==> src/rtl/clk_monitor.sv <==
// Clock monitor: measures high/low segments of an asynchronous square wave in
// system clock cycles, flags out-of-tolerance or stuck segments and reports lock.
module clk_monitor #(
    parameter int HALF_PERIOD = 10,
    parameter int TOL         = 1,
    parameter int LOCK_COUNT  = 4,
    parameter int CNT_W       = 16
) (
    input  logic             clk,
    input  logic             rst,
    input  logic             mon_in,
    output logic             locked,
    output logic             err,
    output logic [7:0]       err_cnt,
    output logic             period_valid,
    output logic [CNT_W-1:0] last_high,
    output logic [CNT_W-1:0] last_low
);

    localparam int GW = $clog2(LOCK_COUNT + 1);
    localparam logic [CNT_W-1:0] LO_LEN  = (HALF_PERIOD > TOL) ? CNT_W'(HALF_PERIOD - TOL) : '0;
    localparam logic [CNT_W-1:0] HI_LEN  = CNT_W'(HALF_PERIOD + TOL);
    localparam logic [CNT_W-1:0] TMO_LEN = CNT_W'(HALF_PERIOD + TOL + 1);
    localparam logic [CNT_W-1:0] CNT_MAX = '1;
    localparam logic [GW-1:0]    LOCK_G  = GW'(LOCK_COUNT);

    typedef enum logic [1:0] {
        WARM,
        SYNC,
        TRAIN,
        LOCK
    } state_t;

    state_t           state, state_n;
    logic             s1, s2, prev;
    logic [CNT_W-1:0] run_cnt, run_cnt_n;
    logic [1:0]       warm_cnt, warm_cnt_n;
    logic [GW-1:0]    good_cnt, good_cnt_n;
    logic             flagged, flagged_n;
    logic             err_evt, pv_n;
    logic [7:0]       err_cnt_n;
    logic [CNT_W-1:0] last_high_n, last_low_n;
    logic             transition, in_range, timeout;

    always_comb begin
        transition  = (s2 != prev);
        in_range    = (run_cnt >= LO_LEN) && (run_cnt <= HI_LEN);
        timeout     = (run_cnt == TMO_LEN);
        state_n     = state;
        warm_cnt_n  = warm_cnt;
        good_cnt_n  = good_cnt;
        flagged_n   = flagged;
        err_evt     = 1'b0;
        pv_n        = 1'b0;
        last_high_n = last_high;
        last_low_n  = last_low;

        if (transition)
            run_cnt_n = CNT_W'(1);
        else if (run_cnt == CNT_MAX)
            run_cnt_n = run_cnt;
        else
            run_cnt_n = run_cnt + CNT_W'(1);

        case (state)
            // Edges here are synchronizer fill, not real transitions.
            WARM: begin
                warm_cnt_n = warm_cnt + 2'd1;
                if (warm_cnt == 2'd2)
                    state_n = SYNC;
            end
            SYNC: begin
                if (transition) begin
                    state_n    = TRAIN;
                    good_cnt_n = '0;
                end
            end
            TRAIN, LOCK: begin
                if (transition) begin
                    pv_n      = 1'b1;
                    flagged_n = 1'b0;
                    if (prev)
                        last_high_n = run_cnt;
                    else
                        last_low_n = run_cnt;
                    if (in_range) begin
                        if (state == TRAIN) begin
                            good_cnt_n = good_cnt + GW'(1);
                            if (good_cnt_n == LOCK_G)
                                state_n = LOCK;
                        end
                    end else if (!flagged) begin
                        err_evt = 1'b1;
                    end
                end else if (timeout && !flagged) begin
                    // A stuck segment errors once here; its late edge must not error again.
                    err_evt   = 1'b1;
                    flagged_n = 1'b1;
                end
            end
            default: state_n = WARM;
        endcase

        if (err_evt) begin
            good_cnt_n = '0;
            state_n    = TRAIN;
        end

        err_cnt_n = (err_evt && err_cnt != 8'hFF) ? err_cnt + 8'd1 : err_cnt;
    end

    always_ff @(posedge clk) begin
        if (rst) begin
            state        <= WARM;
            s1           <= 1'b0;
            s2           <= 1'b0;
            prev         <= 1'b0;
            run_cnt      <= '0;
            warm_cnt     <= '0;
            good_cnt     <= '0;
            flagged      <= 1'b0;
            locked       <= 1'b0;
            err          <= 1'b0;
            err_cnt      <= '0;
            period_valid <= 1'b0;
            last_high    <= '0;
            last_low     <= '0;
        end else begin
            state        <= state_n;
            s1           <= mon_in;
            s2           <= s1;
            prev         <= s2;
            run_cnt      <= run_cnt_n;
            warm_cnt     <= warm_cnt_n;
            good_cnt     <= good_cnt_n;
            flagged      <= flagged_n;
            locked       <= (state_n == LOCK);
            err          <= err_evt;
            err_cnt      <= err_cnt_n;
            period_valid <= pv_n;
            last_high    <= last_high_n;
            last_low     <= last_low_n;
        end
    end

endmodule
==> config.mk <==
export PLATFORM = sky130hd
export DESIGN_NAME = clk_monitor
export DESIGN_NICKNAME = d
export VERILOG_FILES = /design/src/rtl/clk_monitor.sv
export SDC_FILE = /design/constraint.sdc
export NUM_CORES = 1
export LEC_CHECK = 0
export ABC_AREA = 0
export CORE_AREA = 2 2 89 91
export DETAILED_ROUTE_END_ITERATION = 8
export DIE_AREA = 0 0 91 93
export GPL_TIMING_DRIVEN = 0
export PLACE_DENSITY = 0.62
export SYNTH_ARGS = -nofsm -noshare
export SYNTH_HDL_FRONTEND = slang
export SYNTH_SLANG_ARGS = --single-unit
==> constraint.sdc <==
create_clock -name clk -period 2.5 [get_ports clk]
set_input_delay 0.25 -clock clk [delete_from_list [all_inputs] [get_ports clk]]
set_output_delay 0.25 -clock clk [all_outputs]
set_load 0.01 [all_outputs]
==> impl_metrics.xml, run 1 <==
<?xml version="1.0" encoding="UTF-8"?>
<metrics>
  <group name="sta">
    <metric name="final_min_period_over_clock_period" unit="">0.9337</metric>
    <metric name="report.final.slew_viol_count" unit="">0</metric>
    <metric name="period_needed" unit="ns">2.334</metric>
  </group>
  <group name="floorplan">
    <metric name="design.portCount" unit="">46</metric>
    <metric name="standard_cell_core_area" unit="um^2">7527</metric>
  </group>
  <group name="setup_path">
    <metric name="worst-r2r-cell-count" unit="">8</metric>
    <metric name="critical_path.startpoint" unit="">run_cnt[1]$_SDFFE_PP0P_</metric>
  </group>
  <group name="drt">
    <metric name="remaining_drc_errors" unit="">0</metric>
    <metric name="route.layer.met1.wl" unit="um">3191</metric>
    <metric name="drt.antenna.violating_nets" unit="">0</metric>
    <metric name="via_per_inst" unit="">4.998</metric>
  </group>
  <group name="finish">
    <metric name="area_added_between_synthesis_and_finish" unit="%">27.45</metric>
    <metric name="fraction_of_layout_instances_using_a_drive_strength_above_1" unit="">0.07586</metric>
    <metric name="layout.area.comb" unit="um^2">1618</metric>
    <metric name="mostFrequentLayoutCell" unit="">nand2_1</metric>
    <metric name="nNetsFinal" unit="">447</metric>
    <metric name="share_of_cell_area_taken_by_multi_input_logic_gates" unit="">0.4018</metric>
    <metric name="n_fill_cell" unit="">747</metric>
  </group>
  <group name="synthesis">
    <metric name="common_cells" unit="">nand2_1 (75), dfxtp_1 (70), a21oi_1 (44)</metric>
    <metric name="yosys.stat.chipArea" unit="um^2">3159</metric>
    <metric name="netlist.top_cell.by_area" unit="">dfxtp_1</metric>
    <metric name="ys_sh_aoi" unit="">0.1311</metric>
  </group>
  <group name="outcome">
    <metric name="status" unit="">finished, final reports clean</metric>
  </group>
  <group name="cts">
    <metric name="postCtsHoldBufs" unit="">0</metric>
    <metric name="clkSinkCount" unit="">70</metric>
  </group>
  <group name="power">
    <metric name="power.net_switching" unit="uW">568.6</metric>
  </group>
  <group name="grt">
    <metric name="met3_usage" unit="">0.04029</metric>
    <metric name="first_global_vias" unit="">2545</metric>
  </group>
  <group name="place">
    <metric name="hpwl_after_dpl" unit="um">5059</metric>
    <metric name="pre_cts_ws" unit="ns">0.1328</metric>
  </group>
</metrics>
Run 1, met3 routing:
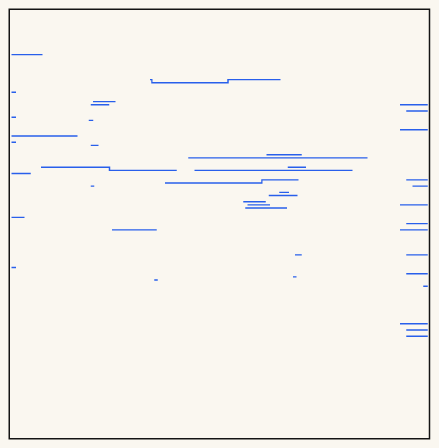
- longest straight run: 38.6 um
- nets with wire on the layer: 33

Run 1, routing congestion map:
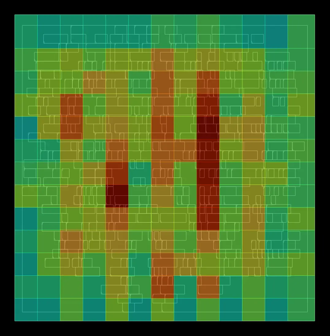
grt met1 use: 0.2159
global-route layer with the greatest usage: met2
final core area utilization: 0.5349
routed length per instance: 12.95 um

Run 1, ports around the boundary:
Pins as bars across the die edge, other pins in gray.
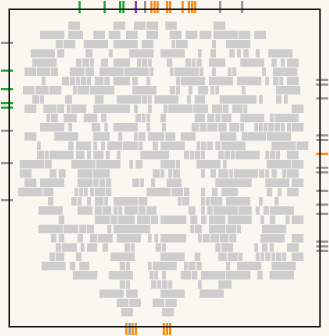
- green: err_cnt (pins 8; direction output; edge 4 top, 4 left)
- purple: err (pins 1; direction output; edge top)
- orange: last_low (pins 16; direction output; edge 9 top, 6 bottom, 1 right)

Run 1, metal layers overlaid:
Two of the layers only.
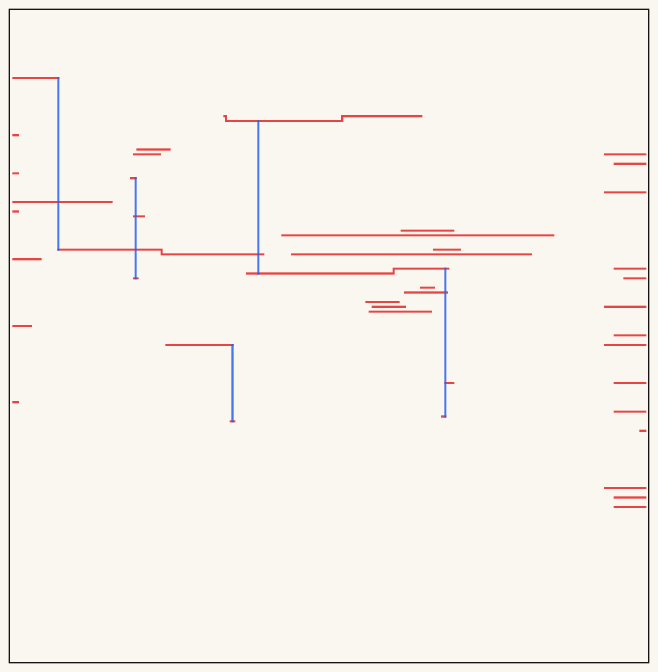

==> run 2: changes to the inputs <==
==> constraint.sdc (replaced) <==
create_clock -name clk -period 2.4 [get_ports clk]
set_input_delay 0.24 -clock clk [delete_from_list [all_inputs] [get_ports clk]]
set_output_delay 0.24 -clock clk [all_outputs]
set_load 0.01 [all_outputs]
Run 2, metal layers overlaid:
Two of the layers only.
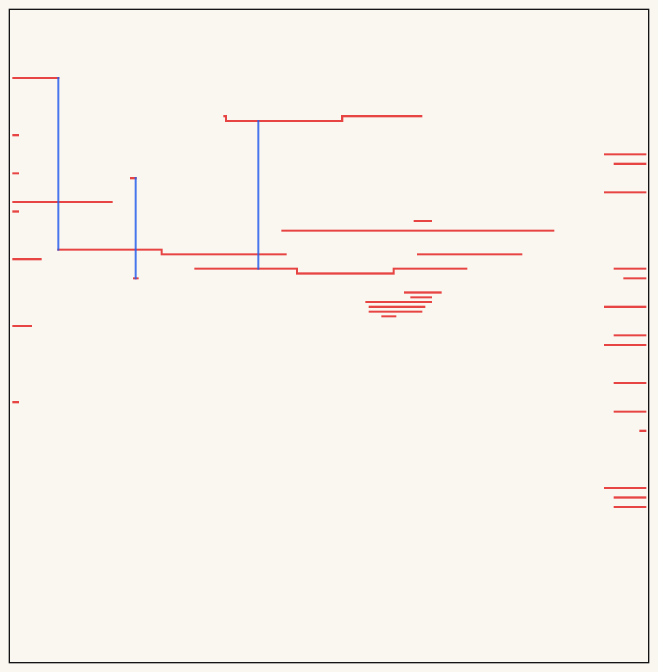
- red: metal 3 (wire length 286 um)
- blue: metal 4 (wire length 59.8 um)

==> impl_metrics.xml, run 2 <==
<?xml version="1.0" encoding="UTF-8"?>
<metrics>
  <group name="drt">
    <metric name="drt.antenna.violating_nets" unit="">0</metric>
    <metric name="route.layer.met1.wl" unit="um">3262</metric>
    <metric name="via_per_inst" unit="">4.965</metric>
    <metric name="remaining_drc_errors" unit="">0</metric>
  </group>
  <group name="power">
    <metric name="power.net_switching" unit="uW">593.4</metric>
    <metric name="power-top-group" unit="">the clock network</metric>
  </group>
  <group name="place">
    <metric name="pre_cts_ws" unit="ns">0.03281</metric>
    <metric name="hpwl_after_dpl" unit="um">5059</metric>
  </group>
  <group name="sta">
    <metric name="report.final.slew_viol_count" unit="">0</metric>
    <metric name="final_min_period_over_clock_period" unit="">0.9367</metric>
    <metric name="period_needed" unit="ns">2.248</metric>
  </group>
  <group name="grt">
    <metric name="met3_usage" unit="">0.04029</metric>
    <metric name="grt.met1_usage" unit="">0.2159</metric>
    <metric name="grt-busiest-layer" unit="">met2</metric>
    <metric name="first_global_vias" unit="">2545</metric>
  </group>
  <group name="setup_path">
    <metric name="worst-r2r-cell-count" unit="">8</metric>
    <metric name="critical_path.startpoint" unit="">run_cnt[0]$_SDFFE_PP0P_</metric>
  </group>
  <group name="cts">
    <metric name="clkSinkCount" unit="">70</metric>
  </group>
  <group name="finish">
    <metric name="finalCoreUtilization" unit="">0.5352</metric>
    <metric name="n_fill_cell" unit="">746</metric>
    <metric name="finish.cell_count_without_fillers" unit="">536</metric>
    <metric name="nNetsFinal" unit="">446</metric>
    <metric name="fraction_of_layout_instances_using_a_drive_strength_above_1" unit="">0.08295</metric>
    <metric name="layout.area.comb" unit="um^2">1623</metric>
    <metric name="mostFrequentLayoutCell" unit="">nand2_1</metric>
    <metric name="share_of_cell_area_taken_by_multi_input_logic_gates" unit="">0.4028</metric>
    <metric name="area_added_between_synthesis_and_finish" unit="%">27.52</metric>
  </group>
  <group name="outcome">
    <metric name="status" unit="">finished, final reports clean</metric>
  </group>
  <group name="synthesis">
    <metric name="netlist.top_cell.by_area" unit="">dfxtp_1</metric>
    <metric name="yosys.stat.chipArea" unit="um^2">3159</metric>
  </group>
  <group name="floorplan">
    <metric name="standard_cell_core_area" unit="um^2">7527</metric>
    <metric name="rows" unit="">32</metric>
    <metric name="design.portCount" unit="">46</metric>
  </group>
</metrics>
Run 2, routing congestion map:
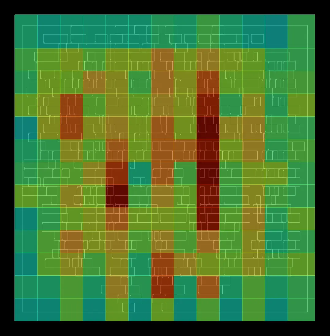
met2 global-route usage: 0.3000
routed length per instance: 13.04 um
total global-route track usage: 0.1748

==> run 3: changes to the inputs <==
--- a/config.mk
+++ b/config.mk
@@ -11,6 +11,7 @@
 export DIE_AREA = 0 0 91 93
 export GPL_TIMING_DRIVEN = 0
 export PLACE_DENSITY = 0.62
+export SKIP_CTS_REPAIR_TIMING = 1
 export SYNTH_ARGS = -nofsm -noshare
 export SYNTH_HDL_FRONTEND = slang
 export SYNTH_SLANG_ARGS = --single-unit
Run 3, register map, names as in the netlist:
Other sequential cells in the stronger gray, the rest of the logic in the fainter gray.
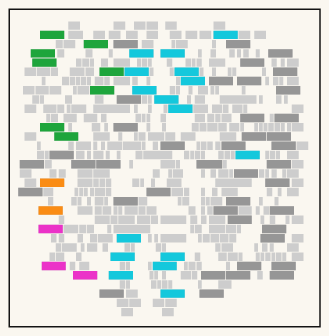
- magenta: good_cnt (flops 3)
- cyan: last_low (flops 16)
- orange: state (flops 2)
- green: err_cnt (flops 8; where upper left)

Run 3, ports around the boundary:
Pins as bars across the die edge, other pins in gray.
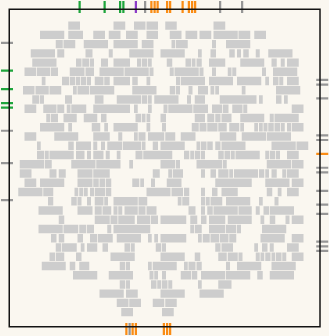
- green: err_cnt (pins 8; direction output; edge 4 top, 4 left)
- purple: err (pins 1; direction output; edge top)
- orange: last_low (pins 16; direction output; edge 9 top, 6 bottom, 1 right)
- all pins by edge: 17 top, 14 right, 8 left, 7 bottom

==> impl_metrics.xml, run 3 <==
<?xml version="1.0" encoding="UTF-8"?>
<metrics>
  <group name="outcome">
    <metric name="status" unit="">finished, final reports clean</metric>
  </group>
  <group name="floorplan">
    <metric name="design.portCount" unit="">46</metric>
    <metric name="rows" unit="">32</metric>
    <metric name="standard_cell_core_area" unit="um^2">7527</metric>
  </group>
  <group name="synthesis">
    <metric name="netlist_instances" unit="">374</metric>
    <metric name="yosys.stat.chipArea" unit="um^2">3159</metric>
  </group>
  <group name="cts">
    <metric name="clkSinkCount" unit="">70</metric>
    <metric name="cts_max_level" unit="">3</metric>
  </group>
  <group name="grt">
    <metric name="grt-busiest-layer" unit="">met2</metric>
    <metric name="grt_util_all_layers" unit="">0.1748</metric>
    <metric name="grt.met1_usage" unit="">0.2159</metric>
    <metric name="met3_usage" unit="">0.04029</metric>
    <metric name="global_route.usage.met2" unit="">0.3000</metric>
    <metric name="first_global_vias" unit="">2545</metric>
  </group>
  <group name="finish">
    <metric name="n_fill_cell" unit="">746</metric>
    <metric name="finish.cell_count_without_fillers" unit="">536</metric>
    <metric name="layout.area.comb" unit="um^2">1623</metric>
    <metric name="fraction_of_layout_instances_using_a_drive_strength_above_1" unit="">0.08295</metric>
    <metric name="finalCoreUtilization" unit="">0.5352</metric>
    <metric name="area_added_between_synthesis_and_finish" unit="%">27.52</metric>
    <metric name="share_of_cell_area_taken_by_multi_input_logic_gates" unit="">0.4028</metric>
    <metric name="mostFrequentLayoutCell" unit="">nand2_1</metric>
  </group>
  <group name="setup_path">
    <metric name="critical_path.startpoint" unit="">run_cnt[0]$_SDFFE_PP0P_</metric>
    <metric name="critical_path_start_end_classification" unit="">register to register</metric>
    <metric name="worst-r2r-cell-count" unit="">8</metric>
    <metric name="setup.worst_path.end" unit="">err_cnt[4]$_SDFFE_PP0P_</metric>
  </group>
  <group name="sta">
    <metric name="finalHoldViolCount" unit="">0</metric>
    <metric name="period_needed" unit="ns">2.248</metric>
    <metric name="report.final.slew_viol_count" unit="">0</metric>
    <metric name="final_min_period_over_clock_period" unit="">0.9367</metric>
    <metric name="setup_tns" unit="ns">0</metric>
  </group>
  <group name="drt">
    <metric name="drt.antenna.violating_nets" unit="">0</metric>
    <metric name="via_per_inst" unit="">4.965</metric>
    <metric name="routed_wire_length_per_instance" unit="um">13.04</metric>
    <metric name="route.layer.met1.wl" unit="um">3262</metric>
  </group>
  <group name="power">
    <metric name="power-top-group" unit="">the clock network</metric>
    <metric name="power.net_switching" unit="uW">593.4</metric>
  </group>
  <group name="place">
    <metric name="pre_cts_ws" unit="ns">0.03281</metric>
    <metric name="hpwl_after_dpl" unit="um">5059</metric>
  </group>
</metrics>
Power and IR drop assume default switching activity.
